$ cat config.mk
export PLATFORM = sky130hd
export DESIGN_NAME = parking_sensor_conditioner
export DESIGN_NICKNAME = d
export VERILOG_FILES = /design/src/rtl/parking_sensor_conditioner.sv
export SDC_FILE = /design/constraint.sdc
export NUM_CORES = 1
export LEC_CHECK = 0
export CAP_MARGIN = 25
export CORE_MARGIN = 2
export CORE_UTILIZATION = 55
export CTS_CLUSTER_DIAMETER = 80
export CTS_CLUSTER_SIZE = 12
export DETAILED_ROUTE_END_ITERATION = 10
export PLACE_DENSITY = 0.75
export SLEW_MARGIN = 30
export SYNTH_ARGS = -nofsm -noshare
export SYNTH_HDL_FRONTEND = slang
export SYNTH_SLANG_ARGS = --single-unit
$ cat constraint.sdc
create_clock -name clk -period 4.5 [get_ports clk]
set_clock_uncertainty 0.2 [all_clocks]
set_input_delay 0.9 -clock clk [delete_from_list [all_inputs] [get_ports clk]]
set_output_delay 0.9 -clock clk [all_outputs]
set_load 0.02 [all_outputs]
$ cat src/rtl/parking_sensor_conditioner.sv
// Front-end conditioner for the parking core: synchronises and debounces the
// two gate beams and the mode switch, turns each complete beam passage into a
// single-cycle event, and serialises coincident entry/exit events so that the
// core never sees both in the same cycle.
//
// Bit map of the conditioned inputs (sync/stable vectors):
//   [0] entry beam, [1] exit beam, [3:2] mode switch.
//
// Observation points for checkers: beam_state_q[0] / beam_state_q[1] hold the
// passage FSM states (entry / exit), exit_pend_q holds the deferred-exit flag.
module parking_sensor_conditioner #(
    parameter int DEBOUNCE_CYCLES = 4,
    parameter int MIN_HOLD_CYCLES = 8
) (
    input  logic       clk,
    input  logic       rst_n,
    input  logic       entry_raw,
    input  logic       exit_raw,
    input  logic [1:0] switch_raw,
    output logic       entry_pulse,
    output logic       exit_pulse,
    output logic [1:0] switch_out,
    output logic [3:0] reject_count
);

    localparam int DB_W   = $clog2(DEBOUNCE_CYCLES + 1);
    localparam int HOLD_W = $clog2(MIN_HOLD_CYCLES + 1);

    typedef enum logic {
        IDLE    = 1'b0,
        BLOCKED = 1'b1
    } pass_state_t;

    // ------------------------------------------------------------------
    // Synchronisers
    // ------------------------------------------------------------------
    logic [3:0] raw_bits;
    logic [3:0] sync1;
    logic [3:0] sync2;

    assign raw_bits = {switch_raw, exit_raw, entry_raw};

    // Two-flop synchroniser for every asynchronous input bit.
    always_ff @(posedge clk or negedge rst_n) begin
        if (!rst_n) begin
            sync1 <= '0;
            sync2 <= '0;
        end else begin
            sync1 <= raw_bits;
            sync2 <= sync1;
        end
    end

    // ------------------------------------------------------------------
    // Debounce
    // ------------------------------------------------------------------
    logic [3:0]      stable;
    logic [DB_W-1:0] db_cnt [4];

    // Per-bit disagreement counter; the D-th consecutive disagreeing cycle
    // flips the stable level directly rather than storing D first, so the
    // level moves DEBOUNCE_CYCLES+1 edges after the raw change is sampled.
    always_ff @(posedge clk or negedge rst_n) begin
        if (!rst_n) begin
            stable <= '0;
            for (int i = 0; i < 4; i++) begin
                db_cnt[i] <= '0;
            end
        end else begin
            for (int i = 0; i < 4; i++) begin
                if (sync2[i] == stable[i]) begin
                    db_cnt[i] <= '0;
                end else if (db_cnt[i] == DB_W'(DEBOUNCE_CYCLES - 1)) begin
                    stable[i] <= ~stable[i];
                    db_cnt[i] <= '0;
                end else begin
                    db_cnt[i] <= db_cnt[i] + 1'b1;
                end
            end
        end
    end

    assign switch_out = stable[3:2];

    // ------------------------------------------------------------------
    // Arming after reset
    // ------------------------------------------------------------------
    // The synchronisers come out of reset holding 0, so for two edges sync2
    // does not yet reflect the real beam. A beam is only armed once the
    // primed synchroniser shows it low while its debounced level is low;
    // a beam already broken at reset release therefore has to clear first.
    logic [1:0] prime_cnt;
    logic       primed;

    assign primed = (prime_cnt == 2'd2);

    // Count the first two edges after reset, then hold.
    always_ff @(posedge clk or negedge rst_n) begin
        if (!rst_n) begin
            prime_cnt <= '0;
        end else if (!primed) begin
            prime_cnt <= prime_cnt + 2'd1;
        end
    end

    // ------------------------------------------------------------------
    // Passage FSMs (index 0 = entry beam, 1 = exit beam)
    // ------------------------------------------------------------------
    pass_state_t       beam_state_q [2];
    pass_state_t       beam_state_d [2];
    logic [HOLD_W-1:0] hold_q       [2];
    logic [HOLD_W-1:0] hold_d       [2];
    logic [1:0]        armed_q;
    logic [1:0]        armed_d;
    logic [1:0]        pass_req;
    logic [1:0]        short_rej;

    // Passage state, hold counters and arm flags.
    always_ff @(posedge clk or negedge rst_n) begin
        if (!rst_n) begin
            armed_q <= '0;
            for (int b = 0; b < 2; b++) begin
                beam_state_q[b] <= IDLE;
                hold_q[b]       <= '0;
            end
        end else begin
            armed_q <= armed_d;
            for (int b = 0; b < 2; b++) begin
                beam_state_q[b] <= beam_state_d[b];
                hold_q[b]       <= hold_d[b];
            end
        end
    end

    // Next state: a rising debounced level opens a passage (the cycle it is
    // seen counts as the first held cycle), a falling level closes it and
    // either requests an event or reports a too-short block.
    always_comb begin
        armed_d   = armed_q;
        pass_req  = '0;
        short_rej = '0;
        for (int b = 0; b < 2; b++) begin
            beam_state_d[b] = beam_state_q[b];
            hold_d[b]       = hold_q[b];
            case (beam_state_q[b])
                IDLE: begin
                    if (!armed_q[b]) begin
                        if (primed && !sync2[b] && !stable[b]) begin
                            armed_d[b] = 1'b1;
                        end
                    end else if (stable[b]) begin
                        beam_state_d[b] = BLOCKED;
                        hold_d[b]       = HOLD_W'(1);
                    end
                end
                BLOCKED: begin
                    if (stable[b]) begin
                        if (hold_q[b] < HOLD_W'(MIN_HOLD_CYCLES)) begin
                            hold_d[b] = hold_q[b] + 1'b1;
                        end
                    end else begin
                        beam_state_d[b] = IDLE;
                        hold_d[b]       = '0;
                        if (hold_q[b] >= HOLD_W'(MIN_HOLD_CYCLES)) begin
                            pass_req[b] = 1'b1;
                        end else begin
                            short_rej[b] = 1'b1;
                        end
                    end
                end
                default: begin
                    beam_state_d[b] = IDLE;
                    hold_d[b]       = '0;
                end
            endcase
        end
    end

    // ------------------------------------------------------------------
    // Arbiter
    // ------------------------------------------------------------------
    // Entry always has priority, so only the exit channel ever needs a
    // pending flag: an exit that collides with an entry is deferred by one
    // cycle. A further exit request while one is still pending is lost.
    logic exit_pend_q;
    logic exit_pend_d;
    logic entry_fire;
    logic exit_fire;
    logic lost_event;

    // Choose which event (if any) is issued this cycle.
    always_comb begin
        exit_pend_d = exit_pend_q;
        entry_fire  = pass_req[0];
        exit_fire   = 1'b0;
        lost_event  = 1'b0;
        if (pass_req[0]) begin
            if (pass_req[1]) begin
                if (exit_pend_q) begin
                    lost_event = 1'b1;
                end else begin
                    exit_pend_d = 1'b1;
                end
            end
        end else if (exit_pend_q || pass_req[1]) begin
            exit_fire   = 1'b1;
            exit_pend_d = 1'b0;
            if (exit_pend_q && pass_req[1]) begin
                lost_event = 1'b1;
            end
        end
    end

    // Registered event pulses and the deferred-exit flag.
    always_ff @(posedge clk or negedge rst_n) begin
        if (!rst_n) begin
            entry_pulse <= 1'b0;
            exit_pulse  <= 1'b0;
            exit_pend_q <= 1'b0;
        end else begin
            entry_pulse <= entry_fire;
            exit_pulse  <= exit_fire;
            exit_pend_q <= exit_pend_d;
        end
    end

    // ------------------------------------------------------------------
    // Reject counter
    // ------------------------------------------------------------------
    // Both beams and the arbiter can each reject in the same cycle, so the
    // increment is a sum rather than a single enable.
    logic [2:0] rej_inc;
    logic [4:0] rej_sum;

    assign rej_inc = {2'b00, short_rej[0]} + {2'b00, short_rej[1]} + {2'b00, lost_event};
    assign rej_sum = {1'b0, reject_count} + {2'b00, rej_inc};

    // Saturating accumulate; only reset clears it.
    always_ff @(posedge clk or negedge rst_n) begin
        if (!rst_n) begin
            reject_count <= '0;
        end else if (rej_sum > 5'd15) begin
            reject_count <= 4'd15;
        end else begin
            reject_count <= rej_sum[3:0];
        end
    end

endmodule
**Run 1: clock wiring as the flow saved it**

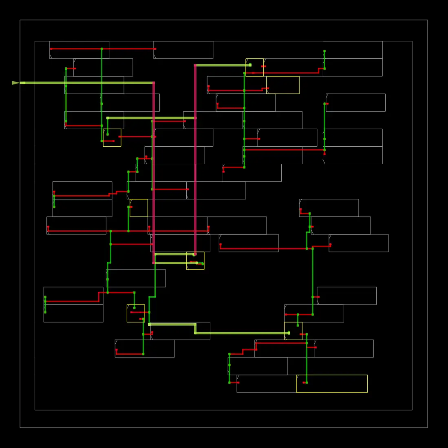
worst-skew pair later-pin latency: 360 ps
clock buffer count from CTS: 5
Clock Sinks: 45
Clock net power: 0.260 mW
sequential cell count of the final layout: 45

**Run 1: routed clock nets over the placement**

Scale: 10 px per um.
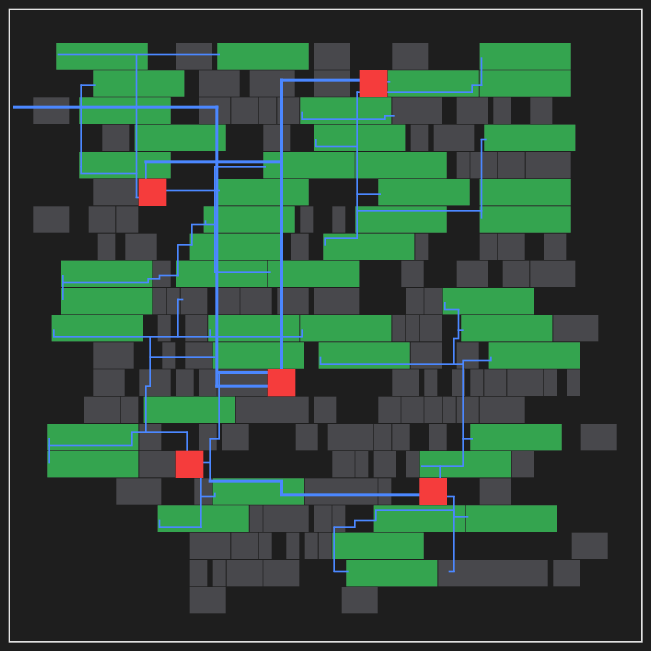
Key: blue = clock wires [length 481 um]; green = flip-flops [count 45]; red = clock-net drivers [count 5]
There are 6 routed clock nets. Position of the flops: widely spread.

**Run 1: ports around the boundary**

Scale: 4 px per um. Pins as bars across the die edge, other pins in gray.
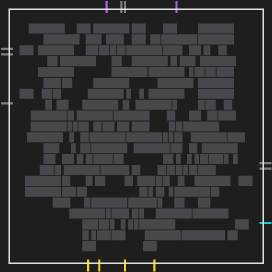
Key: yellow = reject_count [pins 4, direction output, edge bottom]; purple = switch_out [pins 2, direction output, edge top]; cyan = rst_n [pins 1, direction input, edge right]

==> report_table.html, run 1 <==
<h3>Flow metrics</h3>
<table>
<tr><th>Metric</th><th>Value</th></tr>
<tr><th colspan="2">Outcome</th></tr>
<tr><td>Status</td><td>complete, no violations</td></tr>
<tr><th colspan="2">Layout</th></tr>
<tr><td>Tally of non-filler cells in the final layout</td><td>219</td></tr>
<tr><td>Antenna diodes</td><td>0</td></tr>
<tr><td>Fraction of final layout cells sized beyond drive strength 1</td><td>8.671%</td></tr>
<tr><td>Filler cells</td><td>277</td></tr>
<tr><td>Fin area</td><td>2148 um^2</td></tr>
<tr><td>Most used logic cell in the final layout</td><td>dfrtp_1</td></tr>
<tr><td>Register with the most flip-flops</td><td>db_cnt</td></tr>
<tr><td>Commonest cells after routing, fill and taps aside</td><td>dfrtp_1, clkdlybuf4s50_1, inv_1, nor3b_1, ha_1</td></tr>
<tr><td>Number of nets in the layout</td><td>190</td></tr>
<tr><td>Top Registers</td><td>db_cnt: 12 flops, hold_q: 8 flops</td></tr>
<tr><td>Register area</td><td>1126 um^2</td></tr>
<tr><th colspan="2">Setup path</th></tr>
<tr><td>Required time at the worst-slack endpoint</td><td>4560 ps</td></tr>
<tr><td>Launch instance of the worst register-to-register path</td><td>beam_state_q[0]</td></tr>
<tr><td>Class of the most critical setup path</td><td>flop to flop</td></tr>
<tr><td>Nature of the critical path startpoint</td><td>flop</td></tr>
<tr><td>Data arrival time of the critical path</td><td>2680 ps</td></tr>
<tr><td>Cells along the critical path</td><td>nor2b_1, nand3_1, fa_1, inv_1, ha_1, inv_1, fa_1, nor3_1, a21oi_1</td></tr>
<tr><td>Critical Path Max Stage Delay</td><td>490 ps</td></tr>
<tr><td>Worst setup EP type</td><td>flop</td></tr>
<tr><td>Max stage delay cell, worst path</td><td>dfrtp_1</td></tr>
<tr><td>End of the worst register-to-register path</td><td>reject_count[2]</td></tr>
<tr><td>Category of cells accounting for the largest share of critical-path delay</td><td>adder cells</td></tr>
<tr><td>Total buffers and inverters traversed by the critical path</td><td>2</td></tr>
<tr><td>Length in cells of the worst reg-to-reg path</td><td>9</td></tr>
<tr><td>Maximum fanout along the worst path</td><td>9</td></tr>
<tr><th colspan="2">Synthesis</th></tr>
<tr><td>Ys cells</td><td>159</td></tr>
<tr><td>Synthesized area per cell</td><td>12.09 um^2</td></tr>
<tr><td>Post-synthesis cell type count</td><td>28</td></tr>
<tr><td>Yosys chip area</td><td>1922 um^2</td></tr>
<tr><td>Seq/Total Area, Yosys</td><td>58.59%</td></tr>
<tr><td>Post-synthesis net count</td><td>177</td></tr>
<tr><td>Instance count of the mapped netlist</td><td>159</td></tr>
<tr><td>Synth warn</td><td>0</td></tr>
<tr><th colspan="2">STA</th></tr>
<tr><td>Cycle use final</td><td>58.17%</td></tr>
<tr><td>Final setup slack of the worst path</td><td>1882 ps</td></tr>
<tr><td>Period minus WS final</td><td>2618 ps</td></tr>
<tr><td>Final Hold Violating Endpoints</td><td>0</td></tr>
<tr><td>Max transition margin</td><td>64.29%</td></tr>
<tr><td>Hold Slack</td><td>164.5 ps</td></tr>
<tr><td>Slew at the pin with the worst max-slew slack</td><td>535.6 ps</td></tr>
<tr><td>Unrepaired setup endpoints after global routing</td><td>false</td></tr>
<tr><th colspan="2">Detailed routing</th></tr>
<tr><td>Number of detailed-routing iterations run before antenna repair</td><td>4</td></tr>
<tr><td>Met3 WL</td><td>99 um</td></tr>
<tr><td>Post-Route WL</td><td>2.731 mm</td></tr>
<tr><td>Met2 WL</td><td>1.315 mm</td></tr>
<tr><td>Top metal layer carrying routed signals</td><td>met4</td></tr>
<tr><td>M1 WL</td><td>1.259 mm</td></tr>
<tr><td>Average vias per placed instance</td><td>5.301</td></tr>
<tr><td>Number of DRC markers after the initial detailed-route iteration</td><td>45</td></tr>
<tr><th colspan="2">Hold path</th></tr>
<tr><td>Path type of the worst min-delay path</td><td>flop to flop</td></tr>
<tr><td>Terminating pin of the worst hold path</td><td>sync2[3]</td></tr>
<tr><td>Launch point of the worst hold path</td><td>sync1[3]</td></tr>
<tr><td>Worst hold path stage count</td><td>0</td></tr>
<tr><th colspan="2">Placed design</th></tr>
<tr><td>Detailed-placement wirelength estimate</td><td>1.998 mm</td></tr>
<tr><td>Pre-CTS setup slack</td><td>1893 ps</td></tr>
<tr><td>Port bufs</td><td>13</td></tr>
<tr><td>Area of placed instances</td><td>2057 um^2</td></tr>
<tr><td>DP Cell Count</td><td>211</td></tr>
<tr><th colspan="2">GRT</th></tr>
<tr><td>Number of antenna violations at the first check in global routing</td><td>0</td></tr>
<tr><td>Routing usage on met2</td><td>25.93%</td></tr>
<tr><td>Vias in the first global route</td><td>1173</td></tr>
<tr><td>Global route total overflow</td><td>0</td></tr>
<tr><td>Most heavily used metal layer in global routing</td><td>met2</td></tr>
<tr><td>GR Layer Usage met1</td><td>22.41%</td></tr>
<tr><td>Wire length of the first global-routing pass</td><td>5.216 mm</td></tr>
<tr><th colspan="2">Die</th></tr>
<tr><td>Die height</td><td>63.11 um</td></tr>
<tr><td>Num ports</td><td>14</td></tr>
<tr><td>Total number of placement rows</td><td>21</td></tr>
<tr><td>Die extent in x</td><td>63.11 um</td></tr>
<tr><td>DIE AREA</td><td>3983 um^2</td></tr>
<tr><td>Pre-placement core utilization</td><td>57.59%</td></tr>
<tr><td>Core Box Area</td><td>3337 um^2</td></tr>
<tr><th colspan="2">Pwr</th></tr>
<tr><td>Maximum VDD drop</td><td>293.6 uV</td></tr>
<tr><td>Leading power group</td><td>sequential cells</td></tr>
<tr><td>Sw frac</td><td>33.86%</td></tr>
<tr><td>Power Sequential</td><td>0.604 mW</td></tr>
<tr><td>Power share of the sequential group</td><td>47.5%</td></tr>
<tr><td>P_int</td><td>0.8407 mW</td></tr>
<tr><td>Sum of internal, switching and leakage power</td><td>1.271 mW</td></tr>
<tr><td>Lkg Pwr</td><td>0.9624 nW</td></tr>
<tr><td>Clock Power Share</td><td>20.5%</td></tr>
<tr><td>Power dissipated by switching net loads</td><td>0.4303 mW</td></tr>
<tr><td>PwrDens</td><td>591.6 nW/um^2</td></tr>
<tr><th colspan="2">Clock network</th></tr>
<tr><td>Clock-pin slew on the worst setup and hold paths</td><td>130 ps</td></tr>
<tr><td>Hold-fix buffers at CTS</td><td>0</td></tr>
<tr><td>Post-CTS repair timing setup buffer count</td><td>0</td></tr>
<tr><td>Post-CTS sizing</td><td>0</td></tr>
<tr><td>Clock tree from TritonCTS</td><td>built</td></tr>
<tr><td>Buffer levels on the longest clock path</td><td>2</td></tr>
<tr><th colspan="2">Job</th></tr>
<tr><td>OpenROAD warning count</td><td>28</td></tr>
<tr><td>Max cap viols</td><td>0</td></tr>
</table>
run 1: layout make-up:
type,instances,share of cell area (%)
inverters,11,1.922
well taps,46,2.679
multi-input cells,96,32.91
clock inverters,2,1.747
clock buffers,6,2.388
flip-flops and latches,45,52.42
repair buffers,13,5.941
run 1: cell families (layout without fill, tap and decap cells):
logic type	after synthesis	count (layout)	share of synthesized area, %
AND-OR/OR-AND	20	20	6.250
XOR/XNOR	7	7	3.190
adder cells (fa/ha/maj)	12	12	8.594
buffers and inverters	18	32	4.623
flip-flops	45	45	58.59
multiplexers	5	5	2.864
AND/OR/NAND/NOR	52	52	15.89
run 1: how the worst max path moves through the flow:
stage	startpoint	endpoint	cells past startpoint
6_report	beam_state_q[0]	reject_count[2]	9
5_1_grt	beam_state_q[0]	reject_count[2]	9
4_1_cts	beam_state_q[0]	reject_count[2]	9
3_5_place_dp	beam_state_q[0]	reject_count[2]	9
3_3_place_gp	beam_state_q[0]	reject_count[2]	9
2_1_floorplan	stable[1]	reject_count[2]	10
run 1: cells in the mapped netlist, drive strengths merged:
cell | number | area share, %
and2 | 1 | 0.33
nand2b | 3 | 0.98
a32o | 2 | 1.0
nor3 | 7 | 1.8
mux2 | 4 | 2.3
nor3b | 11 | 4.3
a21oi | 9 | 2.3
nand3b | 1 | 0.39
xnor2 | 7 | 3.2
a31oi | 1 | 0.33
or2 | 2 | 0.65
dfrtp | 45 | 59
inv | 11 | 2.1
nor2b | 9 | 3.3
mux2i | 1 | 0.52
nor4b | 2 | 0.91
o21ai | 3 | 0.78
o22ai | 4 | 1.3
fa | 2 | 2.1
ha | 10 | 6.5
nand2 | 9 | 1.8
buf | 7 | 2.5
nor2 | 6 | 1.2
a41oi | 1 | 0.46
nand3 | 1 | 0.26
**Run 1: cells colored by class**

Scale: 6 px per um. Fill, decap, tap and diode cells in gray.
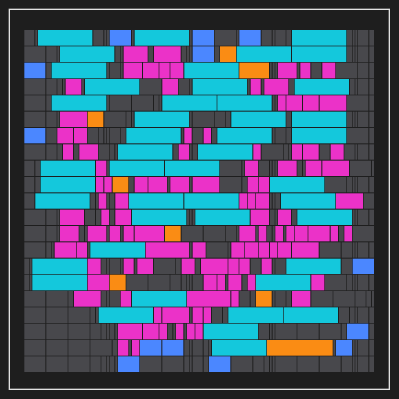

--- run 2 (diff from run 1) ---
- CORE_UTILIZATION: 55 -> 51
- PLACE_DENSITY: 0.75 -> 0.74
- clock period: 4.5 -> 2.3 ns (I/O delays scaled with it)
**Run 2: cells colored by class**

Scale: 6 px per um. Fill, decap, tap and diode cells in gray.
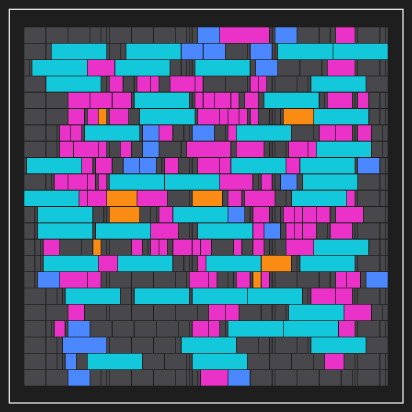
Key: cyan = registers [cells 45]; magenta = remaining logic cells [cells 107]; blue = remaining buffers and delay cells [cells 22]; orange = clock drivers and dummy loads [cells 8]
fin area: 2245 um^2
fin util: 61.78%
flip-flop and latch share of the layout cell area: 50.17%

**Run 2: clock wiring as the flow saved it**

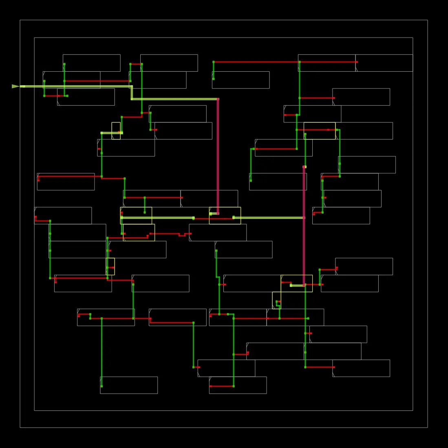
CLK BUF: 8
Clock net power: 0.447 mW
worst-skew pair later-pin latency: 280 ps

==> report_table.html, run 2 <==
<h3>Flow metrics</h3>
<table>
<tr><th>Metric</th><th>Value</th></tr>
<tr><th colspan="2">Outcome</th></tr>
<tr><td>Status</td><td>complete, no violations (unchanged)</td></tr>
<tr><th colspan="2">Detailed routing</th></tr>
<tr><td>Number of detailed-routing iterations run before antenna repair</td><td>4 (unchanged)</td></tr>
<tr><td>Met2 WL</td><td>1.570 mm (was 1.315 mm)</td></tr>
<tr><td>M1 WL</td><td>1.225 mm (was 1.259 mm)</td></tr>
<tr><td>Number of DRC markers after the initial detailed-route iteration</td><td>66 (was 45)</td></tr>
<tr><td>Average vias per placed instance</td><td>5.191 (was 5.301)</td></tr>
<tr><td>Top metal layer carrying routed signals</td><td>met4 (unchanged)</td></tr>
<tr><th colspan="2">Setup path</th></tr>
<tr><td>Cells along the critical path</td><td>nor2b_4, nand3_2, fa_1, inv_1, ha_2, inv_2, fa_2, nand3b_1, nand2b_1 (was nor2b_1, nand3_1, fa_1, inv_1, ha_1, inv_1, fa_1, nor3_1, a21oi_1)</td></tr>
<tr><td>Critical Path Max Stage Delay</td><td>440 ps (was 490 ps)</td></tr>
<tr><td>Required time at the worst-slack endpoint</td><td>2320 ps (was 4560 ps)</td></tr>
<tr><td>Worst setup EP type</td><td>flop (unchanged)</td></tr>
<tr><td>Data arrival time of the critical path</td><td>2310 ps (was 2680 ps)</td></tr>
<tr><td>Category of cells accounting for the largest share of critical-path delay</td><td>adder cells (unchanged)</td></tr>
<tr><td>Class of the most critical setup path</td><td>flop to flop (unchanged)</td></tr>
<tr><td>Max stage delay cell, worst path</td><td>fa_1 (was dfrtp_1)</td></tr>
<tr><th colspan="2">Clock network</th></tr>
<tr><td>Clock buffer count from CTS</td><td>5 (unchanged)</td></tr>
<tr><td>Clock-pin slew on the worst setup and hold paths</td><td>70 ps (was 130 ps)</td></tr>
<tr><td>Buffer levels on the longest clock path</td><td>2 (unchanged)</td></tr>
<tr><td>Clock tree from TritonCTS</td><td>built (unchanged)</td></tr>
<tr><td>Post-CTS sizing</td><td>0 (unchanged)</td></tr>
<tr><th colspan="2">GRT</th></tr>
<tr><td>GR Layer Usage met1</td><td>18.05% (was 22.41%)</td></tr>
<tr><td>Number of antenna violations at the first check in global routing</td><td>0 (unchanged)</td></tr>
<tr><td>Routing usage on met2</td><td>29.85% (was 25.93%)</td></tr>
<tr><td>Vias in the first global route</td><td>1236 (was 1173)</td></tr>
<tr><td>Global route total overflow</td><td>0 (unchanged)</td></tr>
<tr><th colspan="2">Hold path</th></tr>
<tr><td>Path type of the worst min-delay path</td><td>flop to flop (unchanged)</td></tr>
<tr><th colspan="2">Synthesis</th></tr>
<tr><td>Top cells by instance count after synthesis</td><td>dfrtp_1, inv_1, nor3b_1, ha_1 (unchanged)</td></tr>
<tr><td>Yosys chip area</td><td>1922 um^2 (unchanged)</td></tr>
<tr><td>Max-area cell share</td><td>58.59% (unchanged)</td></tr>
<tr><td>Main flop type after synthesis</td><td>dfrtp_1 (unchanged)</td></tr>
<tr><td>Cell with the most instances after synthesis</td><td>dfrtp_1 (unchanged)</td></tr>
<tr><td>Number of enable flip-flop cells</td><td>0 (unchanged)</td></tr>
<tr><td>Post-synthesis cell type count</td><td>28 (unchanged)</td></tr>
<tr><td>Synthesized area per cell</td><td>12.09 um^2 (unchanged)</td></tr>
<tr><td>Ys cells</td><td>159 (unchanged)</td></tr>
<tr><td>Post-synthesis net count</td><td>177 (unchanged)</td></tr>
<tr><td>Largest area contributor in the netlist</td><td>dfrtp_1 (unchanged)</td></tr>
<tr><td>Proportion of synthesized flip-flops having asynchronous set or reset</td><td>100.0% (unchanged)</td></tr>
<tr><th colspan="2">Placed design</th></tr>
<tr><td>DP Cell Count</td><td>220 (was 211)</td></tr>
<tr><td>Port bufs</td><td>13 (unchanged)</td></tr>
<tr><td>Detailed-placement wirelength estimate</td><td>2.192 mm (was 1.998 mm)</td></tr>
<tr><th colspan="2">Layout</th></tr>
<tr><td>Top Registers</td><td>db_cnt: 12 flops, hold_q: 8 flops (unchanged)</td></tr>
<tr><td>Most used logic cell in the final layout</td><td>dfrtp_1 (unchanged)</td></tr>
<tr><td>Tally of non-filler cells in the final layout</td><td>230 (was 219)</td></tr>
<tr><td>Fraction of final layout cells sized beyond drive strength 1</td><td>14.29% (was 8.671%)</td></tr>
<tr><td>Register with the most flip-flops</td><td>db_cnt (unchanged)</td></tr>
<tr><td>Antenna diodes</td><td>0 (unchanged)</td></tr>
<tr><td>Commonest cells after routing, fill and taps aside</td><td>dfrtp_1, clkdlybuf4s50_1, nor3b_1 (was dfrtp_1, clkdlybuf4s50_1, inv_1, nor3b_1, ha_1)</td></tr>
<tr><th colspan="2">Pwr</th></tr>
<tr><td>P_int</td><td>1.679 mW (was 0.8407 mW)</td></tr>
<tr><td>Power share of the sequential group</td><td>44.9% (was 47.5%)</td></tr>
<tr><td>Sum of internal, switching and leakage power</td><td>2.543 mW (was 1.271 mW)</td></tr>
<tr><td>Maximum VDD drop</td><td>761.8 uV (was 293.6 uV)</td></tr>
<tr><td>Clock Power Share</td><td>17.6% (was 20.5%)</td></tr>
<tr><td>PwrDens</td><td>1133 nW/um^2 (was 591.6 nW/um^2)</td></tr>
<tr><th colspan="2">Job</th></tr>
<tr><td>OpenROAD warning count</td><td>29 (was 28)</td></tr>
<tr><td>Max cap viols</td><td>0 (unchanged)</td></tr>
<tr><th colspan="2">Die</th></tr>
<tr><td>Pre-placement core utilization</td><td>52.89% (was 57.59%)</td></tr>
<tr><td>DIE AREA</td><td>4275 um^2 (was 3983 um^2)</td></tr>
<tr><td>Die extent in x</td><td>65.39 um (was 63.11 um)</td></tr>
<tr><th colspan="2">STA</th></tr>
<tr><td>Final Hold Violating Endpoints</td><td>0 (unchanged)</td></tr>
<tr><td>Final setup slack of the worst path</td><td>15.13 ps (was 1882 ps)</td></tr>
<tr><td>Unrepaired setup endpoints after global routing</td><td>true (was false)</td></tr>
</table>
**Run 2: metal 2**

Scale: 6 px per um.
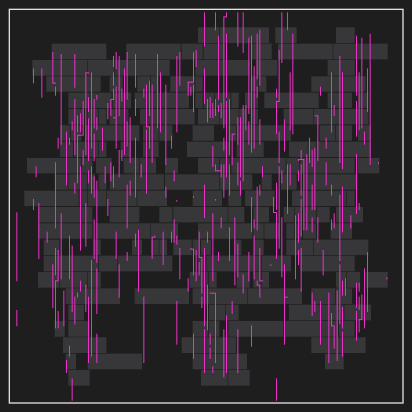
The layer holds 54% of the routed length. 182 nets have wire on it.

run 2: cell counts after synthesis:
No cell type changed its count.
run 2: layout make-up:
class	count	area, um^2
Inverter	11	41.29
Clock buffer	8	80.08
Fill cell	296	1389
Sequential cell	45	1126
Multi-Input combinational cell	96	729.5
Timing Repair Buffer	22	207.7
Tap cell	48	60.06
run 2: kinds of logic (layout without fill, tap and decap cells):
family / count (synthesis) / count (layout) / synth area share [%]
AND/OR/NAND/NOR: 52 / 52 / 15.89
flip-flops: 45 / 45 / 58.59
AND-OR/OR-AND: 20 / 20 / 6.250
buffers and inverters: 18 / 41 / 4.623
adder cells (fa/ha/maj): 12 / 12 / 8.594
XOR/XNOR: 7 / 7 / 3.190
multiplexers: 5 / 5 / 2.864
run 2: timing repair:
action / in CTS / in global routing
buffers inserted: 1 / 0
hold buffers: 1 / 0
pin swaps: 1 / 1
gates cloned: 0 / 0
endpoints found under the hold margin: 45 / 0
setup endpoints to repair: 4 / 4
run 2: power groups by stage:
stage / Sequential [mW] / Combinational (mW) / Clock [mW]
finish: 1.14 / 0.955 / 0.447
global route: 1.17 / 1.07 / 0.502
CTS: 1.14 / 0.973 / 0.467
detailed placement: 1.16 / 0.962 / 0
global placement: 1.13 / 0.884 / 0
floorplan: 1.15 / 0.686 / 0
run 2: path summary, 6_finish.rpt:
path | startpoint | end | slack (ps) | cells after the start
hold / removal | sync1[3] | sync2[3] | 150 | 0
setup reg to reg | stable[1] | reject_count[0] | 20 | 9
min in group asynchronous | rst_n | sync1[1] | 470 | 3
setup / recovery | stable[1] | reject_count[0] | 20 | 9
hold reg to reg | sync1[3] | sync2[3] | 150 | 0
max in group asynchronous | rst_n | db_cnt[2] | 1220 | 3
**Run 2: ports around the boundary**

Scale: 4 px per um. Pins as bars across the die edge, other pins in gray.
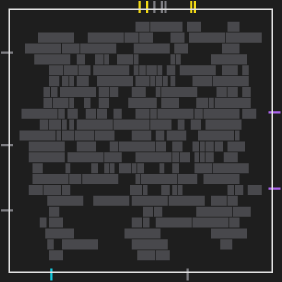

--- run 3 (diff from run 2) ---
- ABC_AREA: default -> 1
- CTS_BUF_LIST: default -> sky130_fd_sc_hd__clkbuf_16
- CTS_CLUSTER_DIAMETER: 80 -> default
**Run 3: ports around the boundary**

Scale: 4 px per um. Pins as bars across the die edge, other pins in gray.
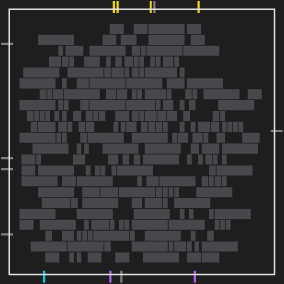
Key: purple = switch_out [pins 2, direction output, edge bottom]; yellow = reject_count [pins 4, direction output, edge top]; cyan = rst_n [pins 1, direction input, edge bottom]
All pins by edge: 5 top, 4 left, 4 bottom, 1 right.

**Run 3: routed clock nets over the placement**

Scale: 8 px per um.
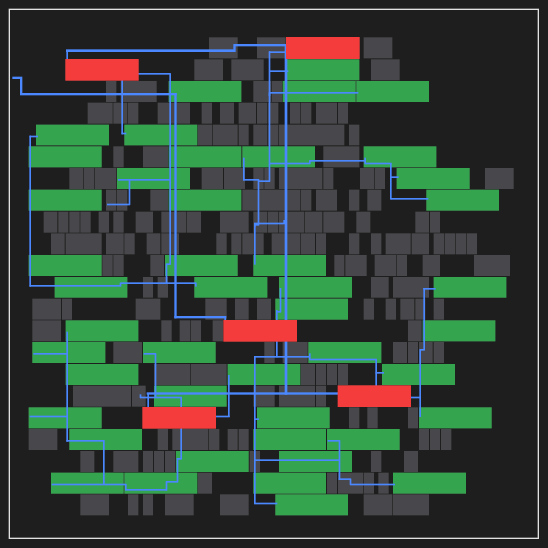
Key: blue = clock wires [length 517 um]; red = clock-net drivers [count 5]; green = flip-flops [count 45]
There are 6 routed clock nets. Position of the flops: widely spread.
Clock Power Share: 24.4%
Clock net power: 0.676 mW

**Run 3: clock wiring as the flow saved it**

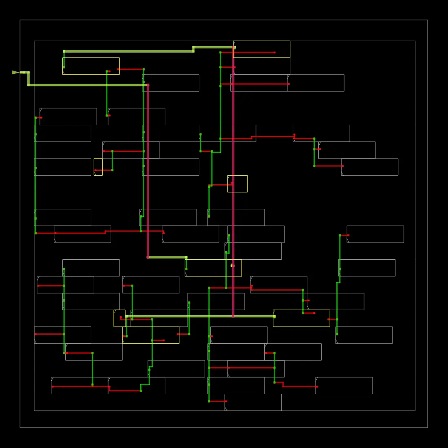
CLK BUF: 5

==> report_table.html, run 3 <==
<h3>Flow metrics</h3>
<table>
<tr><th>Metric</th><th>Value</th></tr>
<tr><th colspan="2">Pwr</th></tr>
<tr><td>Power dissipated by switching net loads</td><td>0.9632 mW (was 0.8642 mW)</td></tr>
<tr><td>Lkg Pwr</td><td>1.140 nW (was 1.008 nW)</td></tr>
<tr><td>Sum of internal, switching and leakage power</td><td>2.774 mW (was 2.543 mW)</td></tr>
<tr><td>Power in combinational cells</td><td>0.998 mW (was 0.955 mW)</td></tr>
<tr><td>Power Sequential</td><td>1.10 mW (was 1.14 mW)</td></tr>
<tr><td>Sw frac</td><td>34.72% (was 33.98%)</td></tr>
<tr><td>PwrDens</td><td>1171 nW/um^2 (was 1133 nW/um^2)</td></tr>
<tr><td>Maximum VDD drop</td><td>679.9 uV (was 761.8 uV)</td></tr>
<tr><td>P_int</td><td>1.811 mW (was 1.679 mW)</td></tr>
<tr><td>Leading power group</td><td>sequential cells (unchanged)</td></tr>
<tr><th colspan="2">Placed design</th></tr>
<tr><td>Detailed-placement wirelength estimate</td><td>2.163 mm (was 2.192 mm)</td></tr>
<tr><td>Port bufs</td><td>13 (unchanged)</td></tr>
<tr><td>DP Cell Count</td><td>260 (was 220)</td></tr>
<tr><th colspan="2">GRT</th></tr>
<tr><td>Most heavily used metal layer in global routing</td><td>met2 (unchanged)</td></tr>
<tr><td>GR Layer Usage met1</td><td>20.21% (was 18.05%)</td></tr>
<tr><td>Routing usage on met2</td><td>25.88% (was 29.85%)</td></tr>
<tr><td>Vias in the first global route</td><td>1278 (was 1236)</td></tr>
<tr><td>Wire length of the first global-routing pass</td><td>5.271 mm (was 5.209 mm)</td></tr>
<tr><th colspan="2">Setup path</th></tr>
<tr><td>Category of cells accounting for the largest share of critical-path delay</td><td>adder cells (unchanged)</td></tr>
<tr><td>Class of the most critical setup path</td><td>flop to flop (unchanged)</td></tr>
<tr><td>Data arrival time of the critical path</td><td>2210 ps (was 2310 ps)</td></tr>
<tr><td>Total buffers and inverters traversed by the critical path</td><td>3 (was 2)</td></tr>
<tr><td>Nature of the critical path startpoint</td><td>flop (unchanged)</td></tr>
<tr><td>Critical Path Max Stage Delay</td><td>440 ps (about the same)</td></tr>
<tr><td>Max stage delay cell, worst path</td><td>fa_1 (unchanged)</td></tr>
<tr><th colspan="2">Synthesis</th></tr>
<tr><td>Max-area cell share</td><td>57.54% (was 58.59%)</td></tr>
<tr><td>Post-synthesis net count</td><td>214 (was 177)</td></tr>
<tr><td>Synthesized area per cell</td><td>9.984 um^2 (was 12.09 um^2)</td></tr>
<tr><td>Number of enable flip-flop cells</td><td>0 (unchanged)</td></tr>
<tr><td>Synth warn</td><td>0 (unchanged)</td></tr>
<tr><td>Post-synthesis cell type count</td><td>25 (was 28)</td></tr>
<tr><td>Seq/Total Area, Yosys</td><td>57.54% (was 58.59%)</td></tr>
<tr><td>Cell with the most instances after synthesis</td><td>dfrtp_1 (unchanged)</td></tr>
<tr><td>Ys cells</td><td>196 (was 159)</td></tr>
<tr><td>Main flop type after synthesis</td><td>dfrtp_1 (unchanged)</td></tr>
<tr><td>Yosys chip area</td><td>1957 um^2 (was 1922 um^2)</td></tr>
<tr><td>Proportion of synthesized flip-flops having asynchronous set or reset</td><td>100.0% (unchanged)</td></tr>
<tr><td>Most area-consuming cells after synthesis</td><td>dfrtp_1, nand2_1, ha_1 (was dfrtp_1, ha_1, nor3b_1)</td></tr>
<tr><td>Top cells by instance count after synthesis</td><td>dfrtp_1, nand2_1, inv_1, nor2_1, ha_1 (was dfrtp_1, inv_1, nor3b_1, ha_1)</td></tr>
<tr><td>Instance count of the mapped netlist</td><td>196 (was 159)</td></tr>
<tr><th colspan="2">Clock network</th></tr>
<tr><td>Buffer levels on the longest clock path</td><td>2 (unchanged)</td></tr>
<tr><td>Clock buffer count from CTS</td><td>5 (unchanged)</td></tr>
<tr><td>Clock-pin slew on the worst setup and hold paths</td><td>60 ps (was 70 ps)</td></tr>
<tr><td>Clock Sinks</td><td>45 (unchanged)</td></tr>
<tr><td>Clock tree from TritonCTS</td><td>built (unchanged)</td></tr>
<tr><td>Worst-skew pair later-pin latency</td><td>280 ps (about the same)</td></tr>
<tr><th colspan="2">Detailed routing</th></tr>
<tr><td>M1 WL</td><td>1.372 mm (was 1.225 mm)</td></tr>
<tr><td>Met2 WL</td><td>1.383 mm (was 1.570 mm)</td></tr>
<tr><td>Number of detailed-routing iterations run before antenna repair</td><td>4 (unchanged)</td></tr>
<tr><td>Routed Antenna Nets</td><td>0 (unchanged)</td></tr>
<tr><td>Number of DRC markers after the initial detailed-route iteration</td><td>92 (was 66)</td></tr>
<tr><td>Average vias per placed instance</td><td>4.793 (was 5.191)</td></tr>
<tr><td>Met3 WL</td><td>108 um (was 69 um)</td></tr>
<tr><td>Top metal layer carrying routed signals</td><td>met4 (unchanged)</td></tr>
<tr><th colspan="2">STA</th></tr>
<tr><td>Unrepaired setup endpoints after global routing</td><td>true (unchanged)</td></tr>
<tr><td>Period minus WS final</td><td>2202 ps (was 2285 ps)</td></tr>
<tr><td>Final setup slack of the worst path</td><td>97.64 ps (was 15.13 ps)</td></tr>
<tr><td>Slew at the pin with the worst max-slew slack</td><td>504.3 ps (was 295.6 ps)</td></tr>
<tr><td>Cycle use final</td><td>95.75% (was 99.34%)</td></tr>
<tr><td>Max transition margin</td><td>66.38% (was 80.15%)</td></tr>
<tr><td>Final Hold Violating Endpoints</td><td>0 (unchanged)</td></tr>
<tr><th colspan="2">Die</th></tr>
<tr><td>Pre-placement core utilization</td><td>53.05% (was 52.89%)</td></tr>
<tr><td>Die height</td><td>65.95 um (was 65.39 um)</td></tr>
<tr><td>DIE AREA</td><td>4349 um^2 (was 4275 um^2)</td></tr>
<tr><td>Num ports</td><td>14 (unchanged)</td></tr>
<tr><td>Die extent in x</td><td>65.95 um (was 65.39 um)</td></tr>
<tr><th colspan="2">Layout</th></tr>
<tr><td>Number of nets in the layout</td><td>240 (was 199)</td></tr>
<tr><td>Commonest cells after routing, fill and taps aside</td><td>dfrtp_1, nand2_1, inv_1 (was dfrtp_1, clkdlybuf4s50_1, nor3b_1)</td></tr>
<tr><td>Antenna diodes</td><td>0 (unchanged)</td></tr>
<tr><td>Top Registers</td><td>db_cnt: 12 flops, hold_q: 8 flops (unchanged)</td></tr>
<tr><td>Fraction of final layout cells sized beyond drive strength 1</td><td>16.59% (was 14.29%)</td></tr>
<tr><td>Register with the most flip-flops</td><td>db_cnt (unchanged)</td></tr>
<tr><td>Filler cells</td><td>312 (was 296)</td></tr>
<tr><td>Tally of non-filler cells in the final layout</td><td>271 (was 230)</td></tr>
<tr><th colspan="2">Hold path</th></tr>
<tr><td>Path type of the worst min-delay path</td><td>flop to flop (unchanged)</td></tr>
<tr><th colspan="2">Job</th></tr>
<tr><td>Max cap viols</td><td>0 (unchanged)</td></tr>
<tr><th colspan="2">Outcome</th></tr>
<tr><td>Status</td><td>complete, no violations (unchanged)</td></tr>
</table>
run 3: cell count changes in the layout (fill, tap and decap cells not counted), sizes merged, moves of 4 or more:
cell and delta:
nor3b -9, nand2 +29, mux2 -4, nand4 +5
inv +22, o22ai -4, nor2 +11, o21ai +10
nor2b -9, nand3 +6
run 3: final timing paths:
check | start | endpoint | slack (ps) | cells past startpoint
worst max register to register | hold_q[7] | reject_count[2] | 100 | 10
max in group asynchronous | rst_n | armed_q[0] | 930 | 3
worst min register to register | sync1[2] | sync2[2] | 150 | 0
worst min-delay path | sync1[2] | sync2[2] | 150 | 0
worst max-delay path | hold_q[7] | reject_count[2] | 100 | 10
min in group asynchronous | rst_n | sync1[3] | 480 | 2
run 3: cells by family after synthesis:
family	share of synthesized area (%)
flip-flops	57.54
AND-OR/OR-AND	6.267
adder cells (fa/ha/maj)	8.440
AND/OR/NAND/NOR	17.65
buffers and inverters	7.865
XOR/XNOR	2.238
run 3: area by class of cell:
cell class | count | area, um^2 | area share [%]
sequential | 45 | 1126 | 47.54
inverter | 33 | 123.9 | 5.230
timing repair buffer | 23 | 215.2 | 9.086
multi-input combinational | 114 | 700.7 | 29.58
clock buffer | 5 | 125.1 | 5.283
clock inverter | 3 | 17.52 | 0.7396
tap | 48 | 60.06 | 2.536
run 3: metrics by stage:
stage / utilization (%) / area (um^2)
2_1_floorplan: - / 1957
3_3_place_gp: 59.02 / 2177
3_5_place_dp: 59.02 / 2177
4_1_cts: 63.16 / 2330
5_1_grt: 64.21 / 2369
6_report: 64.21 / 2369
run 3: what timing repair did:
item	in CTS	in global routing
hold buffers	1	0
hold endpoints to repair	21	0
buffers inserted	0	2
gates resized	0	10
endpoints found under the setup margin	0	4
Power figures rest on the tool's default switching activity, not on a simulated workload.
